### src/rtl/alu_dispatch.sv
// Initiator side of the ALU operand/result interface: accepts one request, issues it to the
// ALU as a single en pulse, captures the result after LATENCY cycles and returns it with its tag.
module alu_dispatch #(
    parameter int DATA_W  = 64,
    parameter int OP_W    = 8,
    parameter int TAG_W   = 4,
    parameter int LATENCY = 1
) (
    input  logic              clk,
    input  logic              rst_n,
    input  logic              req_valid,
    output logic              req_ready,
    input  logic [OP_W-1:0]   req_opcode,
    input  logic [DATA_W-1:0] req_a,
    input  logic [DATA_W-1:0] req_b,
    input  logic [TAG_W-1:0]  req_tag,
    output logic              alu_en,
    output logic [OP_W-1:0]   alu_opcode,
    output logic [DATA_W-1:0] alu_operand1,
    output logic [DATA_W-1:0] alu_operand2,
    input  logic [DATA_W-1:0] alu_result,
    output logic              rsp_valid,
    input  logic              rsp_ready,
    output logic [DATA_W-1:0] rsp_data,
    output logic [TAG_W-1:0]  rsp_tag,
    output logic [1:0]        rsp_err,
    output logic              busy
);

    localparam int CNT_W = $clog2(LATENCY + 1);
    localparam logic [OP_W-1:0]  OP_DIV   = OP_W'(3);
    localparam logic [OP_W-1:0]  OP_LAST  = OP_W'(8);
    localparam logic [1:0]       ERR_OK   = 2'b00;
    localparam logic [1:0]       ERR_ILL  = 2'b01;
    localparam logic [1:0]       ERR_DIV0 = 2'b10;

    typedef enum logic [1:0] {
        IDLE  = 2'd0,
        ISSUE = 2'd1,
        WAIT  = 2'd2,
        RESP  = 2'd3
    } state_t;

    state_t            state_q, state_d;
    logic [CNT_W-1:0]  cnt_q, cnt_d;
    logic              alu_en_q, alu_en_d;
    logic [OP_W-1:0]   alu_opcode_q, alu_opcode_d;
    logic [DATA_W-1:0] alu_a_q, alu_a_d;
    logic [DATA_W-1:0] alu_b_q, alu_b_d;
    logic              rsp_valid_q, rsp_valid_d;
    logic [DATA_W-1:0] rsp_data_q, rsp_data_d;
    logic [TAG_W-1:0]  rsp_tag_q, rsp_tag_d;
    logic [1:0]        rsp_err_q, rsp_err_d;

    always_comb begin
        // NOTE: every next-state signal takes its held value first so no path infers a latch.
        state_d      = state_q;
        cnt_d        = cnt_q;
        alu_en_d     = alu_en_q;
        alu_opcode_d = alu_opcode_q;
        alu_a_d      = alu_a_q;
        alu_b_d      = alu_b_q;
        rsp_valid_d  = rsp_valid_q;
        rsp_data_d   = rsp_data_q;
        rsp_tag_d    = rsp_tag_q;
        rsp_err_d    = rsp_err_q;

        unique case (state_q)
            IDLE: begin
                if (req_valid) begin
                    rsp_tag_d = req_tag;
                    if (req_opcode > OP_LAST) begin
                        rsp_err_d   = ERR_ILL;
                        rsp_data_d  = '0;
                        rsp_valid_d = 1'b1;
                        state_d     = RESP;
                    end else if (req_opcode == OP_DIV && req_b == '0) begin
                        rsp_err_d   = ERR_DIV0;
                        rsp_data_d  = '0;
                        rsp_valid_d = 1'b1;
                        state_d     = RESP;
                    end else begin
                        alu_opcode_d = req_opcode;
                        alu_a_d      = req_a;
                        alu_b_d      = req_b;
                        alu_en_d     = 1'b1;
                        state_d      = ISSUE;
                    end
                end
            end
            ISSUE: begin
                alu_en_d = 1'b0;
                cnt_d    = CNT_W'(LATENCY);
                state_d  = WAIT;
            end
            WAIT: begin
                cnt_d = cnt_q - CNT_W'(1);
                // alu_result is only looked at on this edge; it may be undefined elsewhere.
                if (cnt_q == CNT_W'(1)) begin
                    rsp_data_d  = alu_result;
                    rsp_err_d   = ERR_OK;
                    rsp_valid_d = 1'b1;
                    state_d     = RESP;
                end
            end
            RESP: begin
                if (rsp_ready) begin
                    rsp_valid_d = 1'b0;
                    state_d     = IDLE;
                end
            end
            default: state_d = IDLE;
        endcase
    end

    // NOTE: state uses non-blocking assignments so all registers update from pre-edge values.
    always_ff @(posedge clk or negedge rst_n) begin
        if (!rst_n) begin
            // NOTE: every register here is a small control/data flop, so all take a reset value.
            state_q      <= IDLE;
            cnt_q        <= '0;
            alu_en_q     <= 1'b0;
            alu_opcode_q <= '0;
            alu_a_q      <= '0;
            alu_b_q      <= '0;
            rsp_valid_q  <= 1'b0;
            rsp_data_q   <= '0;
            rsp_tag_q    <= '0;
            rsp_err_q    <= '0;
        end else begin
            state_q      <= state_d;
            cnt_q        <= cnt_d;
            alu_en_q     <= alu_en_d;
            alu_opcode_q <= alu_opcode_d;
            alu_a_q      <= alu_a_d;
            alu_b_q      <= alu_b_d;
            rsp_valid_q  <= rsp_valid_d;
            rsp_data_q   <= rsp_data_d;
            rsp_tag_q    <= rsp_tag_d;
            rsp_err_q    <= rsp_err_d;
        end
    end

    assign req_ready    = (state_q == IDLE);
    assign busy         = (state_q != IDLE);
    assign alu_en       = alu_en_q;
    assign alu_opcode   = alu_opcode_q;
    assign alu_operand1 = alu_a_q;
    assign alu_operand2 = alu_b_q;
    assign rsp_valid    = rsp_valid_q;
    assign rsp_data     = rsp_data_q;
    assign rsp_tag      = rsp_tag_q;
    assign rsp_err      = rsp_err_q;

endmodule

### config.mk
export PLATFORM = sky130hd
export DESIGN_NAME = alu_dispatch
export DESIGN_NICKNAME = d
export VERILOG_FILES = /design/src/rtl/alu_dispatch.sv
export SDC_FILE = /design/constraint.sdc
export NUM_CORES = 1
export LEC_CHECK = 0
export CAP_MARGIN = 10
export CELL_PAD_IN_SITES_DETAIL_PLACEMENT = 2
export CELL_PAD_IN_SITES_GLOBAL_PLACEMENT = 2
export CORE_MARGIN = 2
export CORE_UTILIZATION = 28
export DETAILED_ROUTE_END_ITERATION = 12
export PLACE_DENSITY = 0.83
export SLEW_MARGIN = 20
export SYNTH_ARGS = -nofsm -noshare
export SYNTH_HDL_FRONTEND = slang
export SYNTH_SLANG_ARGS = --single-unit
export TNS_END_PERCENT = 5
### constraint.sdc
create_clock -name clk -period 5.9 [get_ports clk]
set_input_delay 1.18 -clock clk [delete_from_list [all_inputs] [get_ports clk]]
set_output_delay 1.18 -clock clk [all_outputs]
set_load 0.05 [all_outputs]
==> impl_metrics.toml <==
# generated from flow reports
[yosys]
yosys_area_um2 = 9250
ff_type = "dfrtp_1"
synth_top_cell_by_area = "dfrtp_1"
syn-cell-area_um2 = 9250
yosys.area_share.xor_xnor_pct = 0
synth_cell_types = 35
async_flop_share_pct = 100
ys_seq_share_pct = 57.1
syn_nets = 960
compound_area_share_pct = 12.6
ys_sh_adder_pct = 0.541
netlist_logic_family_top = "multiplexers"
yosysWarnings = 0
top_area_share_pct = 57.1
synth_cells = 748
synth_stat.cells = 748
topCellsByArea = "dfrtp_1 (57%), mux2_2 (17%), a31o_1 (5.7%), o31ai_1 (5.3%), nand3_1 (3.7%)"
synthSimpleGateAreaFrac_pct = 9.58
ys_ff = 211
mux_share_pct = 16.6

[power]
power.net_switching_mw = 3.38
leakage_nw = 6.28
ir_drop_v = 0.000254
finalPower_mw = 7.54
swShare_pct = 44.8
pwr-share-comb_pct = 49.1
seqPwrFrac_pct = 28.3
internal_power_mw = 4.16
powerDensity_nw_per_um2 = 509

[final_timing]
max_freq_mhz = 250
clock_skew_ns = 0.0301
fin_crit_sh_pct = 67.8
worst_slack_ns = 1.90
finalSetupViolCount = 0
slew-limit-headroom_pct = 43.5
finalMaxSlewViolations = 0
rsz0062_at_grt = "no"

[flow_run]
drv_cap = 0
log.warning_count = 34

[global_routing]
grt_pass1_vias = 9559
antenna_found_initial = 11
grt-ovfl-total = 0
grt_pass1_wl_mm = 64.1
grt_max_degree = 113

[finish]
fin_area_um2 = 14800
fin_nets = 1354
drive_gt1_share_pct = 17.8
lay_top_cells = "clkdlybuf4s50_1 (416), dfrtp_1 (211), mux2_2 (136)"
areaGrowthSynthToFinish_pct = 60.0
lay_top_count = "clkdlybuf4s50_1"

[status]
status = "finished clean"

[floorplan]
fp.dieH_um = 186
fp.dieW_um = 186
coreArea_um2 = 32500
row_count = 66
fp_util_pct = 28.4
pin_count = 418
die-area_um2 = 34500

[clock_network]
ctsHoldBuffers = 0
cts_inserted_buffers = 27
cts_tree = "built"
post_cts_resized = 0
htree_levels = 1
postCtsSetupBuffers = 0
clk_latency_ns = 0.55
clockBufferDepth = 3

[worst_setup_path]
cp-start-kind = "input pin"
cp_data_required_time_ns = 6.30
cp_max_fo = 64
crit_type = "input pin to register"
cp-end-kind = "register"

[routing]
detail-route-antenna-nets = 0
first_pass_iters = 6
drcViolationCount = 0

[placed_design]
io_buffer_count = 417
place_area_um2 = 13900
pre_cts_ws_ns = 1.35

[min_path]
min_path_type = "register to register"
## through the flow
stage,hold slack (ns),utilization (%),cells
6_report,0.501,45.5,1618
3_5_place_dp,0.470,42.6,1554
5_1_grt,0.520,45.5,1618
2_1_floorplan,0.503,-,748
4_1_cts,0.508,45.3,1601
3_3_place_gp,0.469,42.6,1554
## metal layers
metal,routed length (um),track usage [%],up-vias
met5,0,0,-
met4,1510,9.70,0
met3,4470,10.6,85
met2,24200,45.2,353
met1,15300,25.7,4282
li1,-,-,3580
## Yosys cell counts, drive strengths merged, types with 3 or more instances
cell type  number
inv             6
mux2          136
nand3          68
or3             3
a31o           64
nor2            4
and2            4
ha              4
o311ai          3
nand4           4
clkbuf         39
o31ai          65
buf            27
nand2b          3
dfrtp         211
nor4           16
a21oi           3
nand2          71
## kinds of logic (layout without fill, tap and decap cells)
group / count (synthesis) / in the layout
AOI/OAI and AO/OA: 144 / 144
DFF: 211 / 211
adders and majority gates: 4 / 4
other: 0 / 16
muxes: 136 / 136
buffers and inverters: 72 / 484
and+or+nand+nor: 181 / 181
## sequential cells by signal, indices dropped and copies added, names as in the netlist
signal / count
rsp_tag: 4
rsp_valid: 1
alu_opcode: 8
cnt_q: 1
alu_en: 1
rsp_data: 64
alu_operand2: 64
state_q: 2
alu_operand1: 64
rsp_err: 2
## power by group through the flow
| stage | clock [mW] | sequential, mW | combinational, mW |
|---|---|---|---|
| after floorplan | 0 | 3.43 | 0.939 |
| after global placement | 0 | 2.09 | 3.55 |
| after detailed placement | 0 | 2.13 | 3.65 |
| after CTS | 1.72 | 2.13 | 3.70 |
| after global routing | 1.79 | 2.18 | 3.90 |
| final | 1.70 | 2.13 | 3.70 |
## final timing paths
| path | startpoint | endpoint | slack [ns] | depth (start not counted) |
|---|---|---|---|---|
| max in group asynchronous | rst_n | alu_operand1[24]$_DFFE_PN0P_ | 3.95 | 2 |
| worst max-delay path | req_opcode[2] | rsp_data[1]$_DFFE_PN0P_ | 1.90 | 7 |
| min in group asynchronous | rst_n | rsp_data[49]$_DFFE_PN0P_ | 0.65 | 1 |
| worst max register to register | state_q[0]$_DFFE_PN0P_ | rsp_data[1]$_DFFE_PN0P_ | 3.18 | 7 |
| worst min register to register | rsp_data[25]$_DFFE_PN0P_ | rsp_data[25]$_DFFE_PN0P_ | 0.50 | 1 |
| worst min-delay path | rsp_data[25]$_DFFE_PN0P_ | rsp_data[25]$_DFFE_PN0P_ | 0.50 | 1 |
## worst max-delay path, cell delays in order
cell,delay (ns)
clkdlybuf4s50_1,0.51
nor4_1,0.53
and4_1,0.38
nand3_4,0.31
or4_2,0.73
buf_4,0.34
a31o_2,0.35
## final cells by class
class / instances / area [um2]
Fill cell: 3287 / 17700
Inverter: 6 / 22.5
Timing Repair Buffer: 431 / 4350
Antenna cell: 16 / 40.0
Sequential cell: 211 / 5280
Tap cell: 442 / 553
Multi-Input combinational cell: 465 / 3670
Clock inverter: 5 / 50.0
Clock buffer: 42 / 832
closeup.png
Region (73, 110) to (113, 150) um. Cells in grey, sequential cells in the stronger grey; small squares are vias.
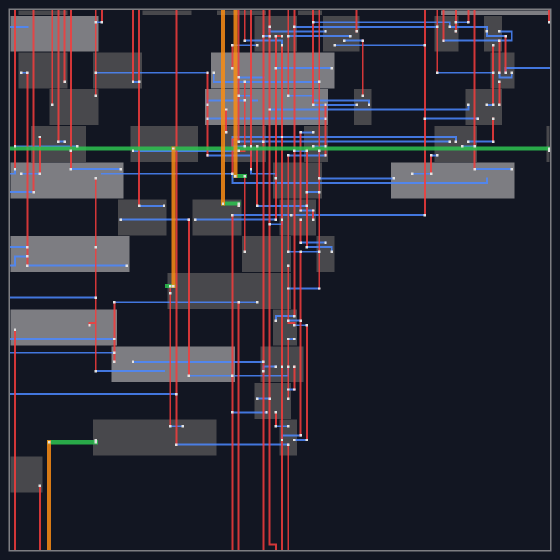
M1: shown in blue. M3: shown in green. M4: shown in orange. M2: shown in red.
36 logic cells have their middle in the window. Netlist names of flops here include rsp_data (4), alu_operand1 (2), alu_operand2 (2). Sequential cells in the window: 8. Most frequent: dfrtp_1 (8), clkdlybuf4s50_1 (8).

ff_map.png
Scale: 2 px per um. Other sequential cells in the stronger grey, the rest of the logic in the fainter grey.
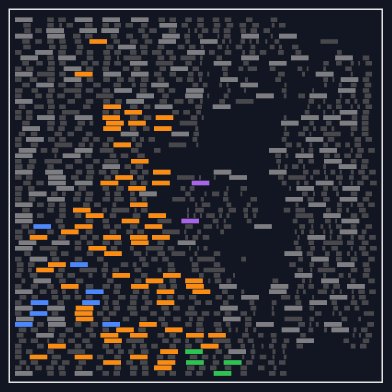
alu_operand2: shown in orange, sequential cells 64. alu_opcode: shown in blue, sequential cells 8, where lower left. state_q: shown in purple, sequential cells 2. rsp_tag: shown in green, sequential cells 4, where bottom centre.
Another 133 sequential cells are not coloured.
FF+latch area: 5280 um2
sequential share of cell area: 35.7%
sequential power: 2.13 mW
final core occ: 45.5%

m2.png
Scale: 1.5 px per um. Cells faint in the background.
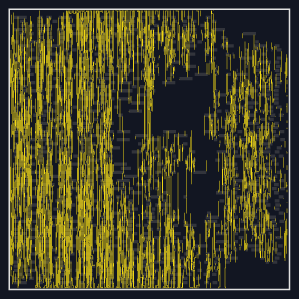
The longest straight run is 84.5 um. The layer holds 53% of the routed length. The wires run mostly vertical. 1,319 nets have wire on it.
total wire length: 45.5 mm
vias: 8,300
met2 usage: 45.2%

congestion_map.png
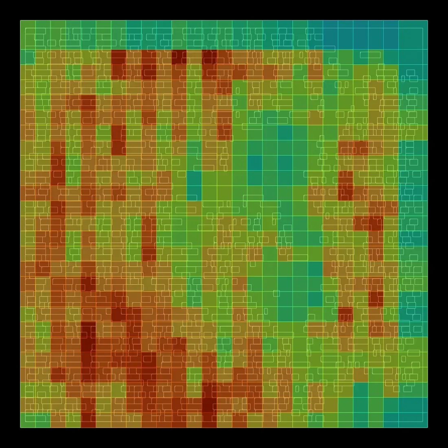
GRT Total Usage: 25.1%
met3 GRT Util: 10.6%
Avg WL per Cell: 28.1 um
GRT busiest layer: met2

Power figures rest on the tool's default switching activity, not on a simulated workload.
